--- src/rtl/inversor_serial.sv ---
// inversor_serial: bit-serial two's-complement / ones'-complement / abs unit.
// Processes an N-bit operand LSB first, one bit per clock, using the
// copy-until-first-one / invert-after rule, so no N-bit adder is needed.
module inversor_serial #(
  parameter int N = 4
) (
  input  logic         clk,
  input  logic         rst,
  input  logic         start,
  input  logic [1:0]   mode,
  input  logic [N-1:0] in,
  output logic [N-1:0] out,
  output logic         busy,
  output logic         done,
  output logic         ovf,
  output logic         zero
);

  localparam int CW = (N > 2) ? $clog2(N) : 1;

  localparam logic [1:0] S_IDLE = 2'd0;
  localparam logic [1:0] S_RUN  = 2'd1;
  localparam logic [1:0] S_DONE = 2'd2;

  // Effective per-bit operations once abs has been resolved at start.
  localparam logic [1:0] M_PASS = 2'b00;
  localparam logic [1:0] M_NEG  = 2'b01;
  localparam logic [1:0] M_ABS  = 2'b10;
  localparam logic [1:0] M_ONES = 2'b11;

  localparam logic [CW-1:0] LAST_BIT = CW'(N - 1);
  localparam logic [N-1:0]  MOST_NEG = {1'b1, {(N-1){1'b0}}};

  logic [1:0]    r_state;
  logic [N-1:0]  r_sh;
  logic [N-1:0]  r_res;
  logic [1:0]    r_mode;
  logic          r_s;
  logic [CW-1:0] r_cnt;
  logic          r_cand;
  logic [N-1:0]  r_out;
  logic          r_ovf;
  logic          r_zero;

  logic          w_b;
  logic          w_r;
  logic [N-1:0]  w_res_next;
  logic [1:0]    w_mode_eff;
  logic          w_accept;
  logic          w_cand;

  // Per-bit result, next result word and start-time decode.
  always_comb begin
    w_b = r_sh[0];
    w_r = w_b;
    case (r_mode)
      M_NEG:   w_r = r_s ? ~w_b : w_b;
      M_ONES:  w_r = ~w_b;
      default: w_r = w_b;
    endcase
    w_res_next = {w_r, r_res[N-1:1]};

    // abs collapses to negate or pass depending on the operand sign.
    w_mode_eff = mode;
    if (mode == M_ABS) begin
      w_mode_eff = in[N-1] ? M_NEG : M_PASS;
    end
    w_cand = ((mode == M_NEG) || (mode == M_ABS)) && (in == MOST_NEG);

    // A request is taken in IDLE and also on the edge that leaves DONE,
    // which gives back-to-back operation every N+1 cycles.
    w_accept = start && ((r_state == S_IDLE) || (r_state == S_DONE));
  end

  // Control FSM, serial datapath and registered result/flags.
  always_ff @(posedge clk or posedge rst) begin
    if (rst) begin
      r_state <= S_IDLE;
      r_sh    <= '0;
      r_res   <= '0;
      r_mode  <= M_PASS;
      r_s     <= 1'b0;
      r_cnt   <= '0;
      r_cand  <= 1'b0;
      r_out   <= '0;
      r_ovf   <= 1'b0;
      r_zero  <= 1'b0;
    end else begin
      case (r_state)
        S_IDLE, S_DONE: begin
          if (w_accept) begin
            r_state <= S_RUN;
            r_sh    <= in;
            r_mode  <= w_mode_eff;
            r_s     <= 1'b0;
            r_cnt   <= '0;
            r_cand  <= w_cand;
          end else begin
            r_state <= S_IDLE;
          end
        end
        S_RUN: begin
          r_sh  <= {1'b0, r_sh[N-1:1]};
          r_res <= w_res_next;
          r_s   <= r_s | w_b;
          r_cnt <= r_cnt + 1'b1;
          if (r_cnt == LAST_BIT) begin
            r_state <= S_DONE;
            r_out   <= w_res_next;
            r_ovf   <= r_cand;
            r_zero  <= (w_res_next == '0);
          end
        end
        default: r_state <= S_IDLE;
      endcase
    end
  end

  assign out  = r_out;
  assign ovf  = r_ovf;
  assign zero = r_zero;
  assign busy = (r_state == S_RUN) || (r_state == S_DONE);
  assign done = (r_state == S_DONE);

endmodule

--- config.mk ---
export PLATFORM = sky130hd
export DESIGN_NAME = inversor_serial
export DESIGN_NICKNAME = d
export VERILOG_FILES = /design/src/rtl/inversor_serial.sv
export SDC_FILE = /design/constraint.sdc
export NUM_CORES = 1
export LEC_CHECK = 0
export CORE_UTILIZATION = 50
export CTS_BUF_LIST = sky130_fd_sc_hd__clkbuf_16
export CTS_CLUSTER_SIZE = 12
export DETAILED_ROUTE_END_ITERATION = 12
export DONT_BUFFER_PORTS = 1
export GPL_TIMING_DRIVEN = 0
export SYNTH_ARGS = -nofsm -noshare
export SYNTH_HDL_FRONTEND = slang
export SYNTH_SLANG_ARGS = --single-unit
--- constraint.sdc ---
create_clock -name clk -period 2.08 [get_ports clk]
set_clock_uncertainty 0.2 [all_clocks]
set_input_delay 0.52 -clock clk [delete_from_list [all_inputs] [get_ports clk]]
set_output_delay 0.52 -clock clk [all_outputs]
set_load 0.02 [all_outputs]
Figure 1. Cell placement (run 1).
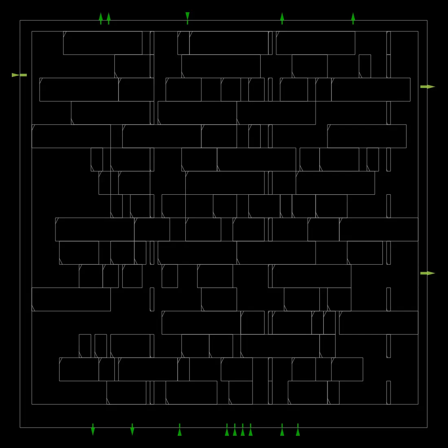
final core utilization: 60.08%
final-layout fill cell count: 185
number of tap cells inserted: 27
number of rows in the core area: 16
Placeable Area: 1962 µm²

Figure 2. Signal wires by layer (run 1).
(8 px per µm) Two of the layers only.
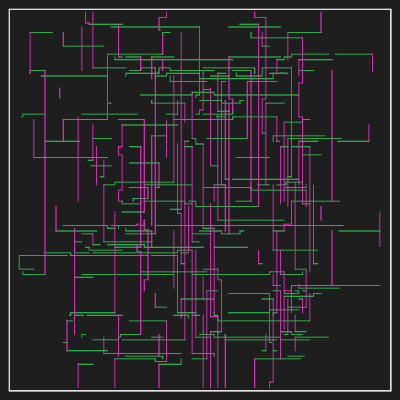
Green is metal 1, wire length 797 µm. Magenta is metal 2, wire length 909 µm.
via count: 590
final wirelength: 1.757 mm
routed len/inst: 15.02 µm
global-route usage over all layers: 17.82%

Figure 3. Floorplan with the power grid (run 1).
(10 px per µm) Pins as bars on the die edge. Tap cells in grey.
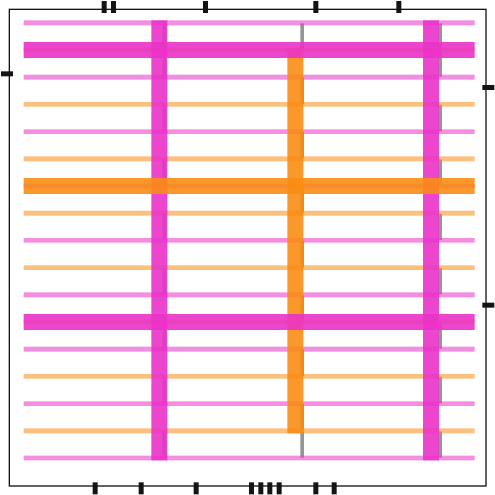
Magenta is VSS. Orange is VDD.
The core has 16 rows. 3 straps on met5.

==> impl_metrics.json, run 1 <==
{
  "yosys.cell_count.top_type": "sky130_fd_sc_hd__dfrtp_1",
  "grt_setup_unrepaired": "no",
  "gp_congestion": 0.6570,
  "timing.final.max_slew_violations": 0,
  "required_ns": 2.01,
  "total_switching_power_mw": 0.5648,
  "outcome": "finished, final reports clean",
  "design_power_total_mw": 1.689,
  "ys_cells": 82,
  "setup-violations-final": 0,
  "crit_path_max_fanout": 6,
  "htree_levels": 1,
  "globalRoute.totalOverflow": 0,
  "comb_power_share_pct": 34.2,
  "clock_area_share_pct": 6.688,
  "lay_top_cells": "sky130_fd_sc_hd__dfrtp_1 (21), sky130_fd_sc_hd__mux2_2 (12), sky130_fd_sc_hd__inv_1 (8), sky130_fd_sc_hd__ha_1 (8)",
  "finish.net_count": 108,
  "finalInstanceArea_um2": 1179,
  "grt_first_pass_wirelength_mm": 2.635,
  "vdd_drop_max_uv": 1067,
  "die.size.x_um": 47.52
}
[run 1: logic make-up after synthesis]
| kind of cell | synth area share [%] |
|---|---|
| flip-flops | 50.72 |
| multiplexers | 17.87 |
| AND/OR/NAND/NOR | 8.575 |
| AND-OR/OR-AND | 9.663 |
| buffers and inverters | 3.503 |
| adder cells (fa/ha/maj) | 9.662 |
[run 1: routing by layer]
layer	routed length [µm]	vias up	track usage, %
li1	-	299	-
met1	797	282	21.99
met2	909	7	29.86
met3	43	2	6.792
met4	7	0	3.429
met5	0	-	0
[run 1: what timing repair did]
| item | CTS | global route |
|---|---|---|
| pin swaps | 1 | 1 |
| buffers inserted | 2 | 2 |
| setup endpoints to repair | 3 | 6 |
==> inputs of run 2 (changes only) <==
Settings changed: PLACE_DENSITY set to 0.8.
Clock period 2.08 ns to 1.6 ns, I/O delays scaled along.
Figure 4. Signal wires on met2 (run 2).
(8 px per µm) Cells faint in the background.
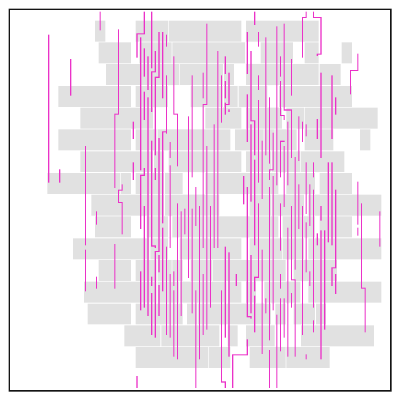
The layer holds 56% of the routed length. The wires run mostly vertical.
final wirelength: 2.122 mm
met2 track demand over resource in global routing: 36.71%
via count: 657

==> run 2 against run 1 <==
Effect of this change:
- highest routed layer unchanged
- clock-buffer cell count is the same
- core utilization up 7.4 points
- clock power grew 27%
- the flow now finishes with violations (hold timing, setup timing)
- die size unchanged
- critical path depth unchanged
- global-route usage up 2.6 points
- setup slack lost 0.35 ns
==> impl_metrics.json, run 2 <==
{
  "comb_power_share_pct": 41.6,
  "finish.net_count": 113,
  "globalRoute.totalOverflow": 0,
  "hold_viol": 21,
  "ys_cells": 82,
  "lay_top_cells": "sky130_fd_sc_hd__dfrtp_1 (20), sky130_fd_sc_hd__mux2_2 (9), sky130_fd_sc_hd__inv_1 (6), sky130_fd_sc_hd__ha_1 (6), sky130_fd_sc_hd__buf_4 (6)",
  "violations_in_the_final_reports": "hold timing, setup timing",
  "final_core_util_pct": 67.47,
  "yosys.cell_count.top_type": "sky130_fd_sc_hd__dfrtp_1",
  "grt_setup_unrepaired": "yes",
  "ys_sh_adder_pct": 9.662,
  "worst_hold_slack_ns": -0.01552,
  "setup-violations-final": 16,
  "total_switching_power_mw": 0.8680,
  "final.setup.worst_slack_ns": -0.2404,
  "core-area_um2": 1962,
  "outcome": "complete, but fails checks",
  "synth.cellmix.xorXnorShare_pct": 0,
  "crit_path_max_fanout": 7,
  "die.size.x_um": 47.52,
  "required_ns": 1.53,
  "finalInstanceArea_um2": 1324,
  "vdd_drop_max_uv": 947.9,
  "gp_congestion": 0.7978,
  "timing.final.max_slew_violations": 0,
  "design_power_total_mw": 2.530
}
Figure 5. Signal wires by layer (run 2).
(8 px per µm) Two of the layers only.
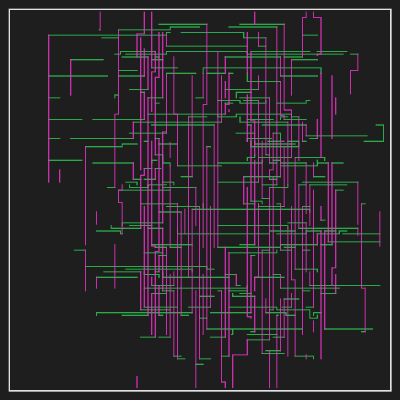
Green is metal 1, wire length 812 µm. Magenta is metal 2, wire length 1180 µm.
global-route usage over all layers: 20.38%
routed len/inst: 17.39 µm

-- run 2: metal layers --
layer | vias to the layer above | wire (µm) | GRT usage, %
li1 | 307 | - | -
met1 | 331 | 811 | 22.33
met2 | 13 | 1181 | 36.71
met3 | 6 | 68 | 5.660
met4 | 0 | 60 | 8.571
met5 | - | 0 | 0
-- run 2: path summary, 6_finish.rpt --
| check | start | endpoint | slack, ns | cells after the start |
|---|---|---|---|---|
| max in group asynchronous | rst | r_state[1] | 0.68 | 1 |
| setup / recovery | r_state[0] | r_cnt[0] | -0.24 | 5 |
| min in group clk | in[1] | r_cand | 0.14 | 2 |
| hold / removal | rst | out[1] | -0.02 | 1 |
| setup reg to reg | r_state[0] | r_cnt[0] | -0.24 | 5 |
| hold reg to reg | r_cand | r_cand | 0.29 | 2 |
==> inputs of run 3 (changes only) <==
Settings changed: PLACE_DENSITY 0.8 to 0.77.
Clock period 1.6 ns to 1.9 ns, I/O delays scaled along.
Figure 6. Floorplan with the power grid (run 3).
(10 px per µm) Pins as bars on the die edge. Tap cells in grey.
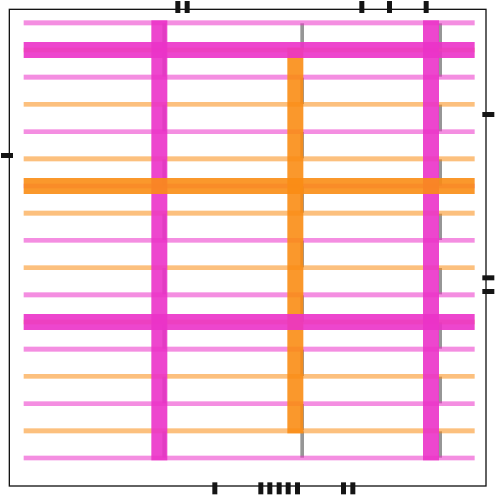
Orange is VDD. Magenta is VSS.
17 met1 rails follow the rows. 17 signal pins sit on the boundary. 3 straps on met5. 27 tap cells.

==> run 3 against run 2 <==
Effect of this change:
- the run now ends clean
- synthesized area is the same
- core utilization shrank 7.6 points
- design area shrank 11%
- clock power shrank 13%
- sequential power shrank about 20%
- register-to-register slack gained 0.35 ns
- critical path depth is the same
- via count shrank 6.4%
- wire length shrank 23%
- critical path type unchanged
- largest power group is now sequential cells
==> impl_metrics.json, run 3 <==
{
  "outcome": "finished, final reports clean",
  "lay_top_cells": "sky130_fd_sc_hd__dfrtp_1 (21), sky130_fd_sc_hd__mux2_2 (12), sky130_fd_sc_hd__inv_1 (7), sky130_fd_sc_hd__ha_1 (7)",
  "crit_slowest_cell": "sky130_fd_sc_hd__dfrtp_1",
  "design_power_total_mw": 1.837,
  "synthSimpleGateAreaFrac_pct": 8.575,
  "setup-violations-final": 0,
  "via_count": 615,
  "comb_power_share_pct": 33.5,
  "grt_first_pass_wirelength_mm": 2.470,
  "cts.root.buffer_cell": "sky130_fd_sc_hd__clkbuf_16",
  "crit_path_max_fanout": 5,
  "prevailing_logic_family_in_the_synthesized_netlist": "multiplexers",
  "cp.depth": 5,
  "core_util_floorplan_pct": 52.81,
  "worst_hold_slack_ns": 0.05751,
  "start_kind": "flip-flop",
  "required_ns": 1.84,
  "gp_congestion": 0.7115,
  "htree_levels": 1,
  "critPathLaunch": "r_state[0]",
  "grt_usage_pct": 16.22,
  "finish.net_count": 107,
  "timing.final.max_slew_violations": 0,
  "power.share.sequential_pct": 42.7,
  "route.detailed.wl_per_inst_um": 14.05,
  "crit_end": "r_sh[1]",
  "ys_cells": 82,
  "std_cell_rows": 16,
  "vdd_drop_max_uv": 561.7,
  "worstMarginPinSlew_ns": 0.7886,
  "finalInstanceArea_um2": 1175,
  "worstReg2RegEnd": "r_sh[1]",
  "final_core_util_pct": 59.89,
  "worstRegToRegCells": 5,
  "globalRoute.totalOverflow": 0,
  "ctsLongestPathBuffers": 2,
  "die.size.x_um": 47.52,
  "hold_viol": 0,
  "detail_route.wirelength_mm": 1.630,
  "final.setup.worst_slack_ns": 0.1132,
  "ys_sh_adder_pct": 9.662,
  "regToRegSetupSlack_ns": 0.11,
  "timing.rr.start": "r_state[0]",
  "synth.cellmix.xorXnorShare_pct": 0,
  "aoi_share_pct": 9.662,
  "total_switching_power_mw": 0.6084,
  "layout.cells.most_common": "sky130_fd_sc_hd__dfrtp_1"
}
Figure 7. Ports around the boundary (run 3).
(10 px per µm) Pins as bars across the die edge, other pins in grey.
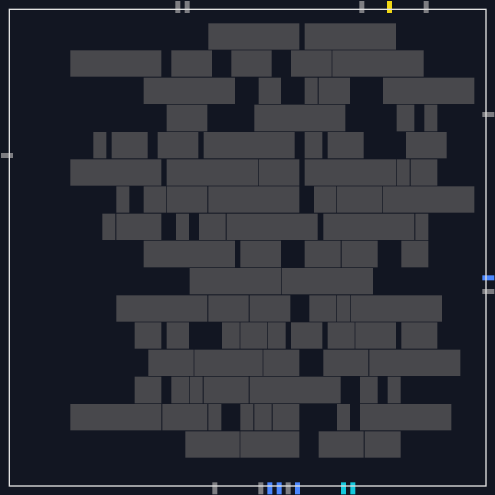
Yellow is clk, pins 1, direction input, edge north. Blue is in, pins 4, direction input, edge 3 south, 1 east. Cyan is mode, pins 2, direction input, edge south.
All pins by edge: 8 south, 5 north, 3 east, 1 west.

## run 3: cell counts after synthesis
Identical to the previous run, type by type.
## run 3: metal layers
layer / track usage, % / share of wire (%) / vias up
met5: 0 / 0 / -
met4: 10.29 / 2.8 / 0
met3: 3.774 / 2.6 / 5
met2: 27.40 / 50 / 10
met1: 18.35 / 44 / 297
li1: - / - / 303
## run 3: area by class of cell
type / count / share of cell area, %
flip-flops and latches: 21 / 44.73
multi-input cells: 52 / 40.57
clock buffers: 3 / 6.390
well taps: 27 / 2.875
inverters: 7 / 2.236
repair buffers: 3 / 1.917
plain buffers: 2 / 0.8520
clock inverters: 1 / 0.4260
## run 3: cells by family after synthesis
logic type	after synthesis
DFF	21
muxes	17
and+or+nand+nor	16
AOI/OAI and AO/OA	11
buffers and inverters	9
adders and majority gates	8
No activity file was given, so power comes from the tool's default toggle rates.
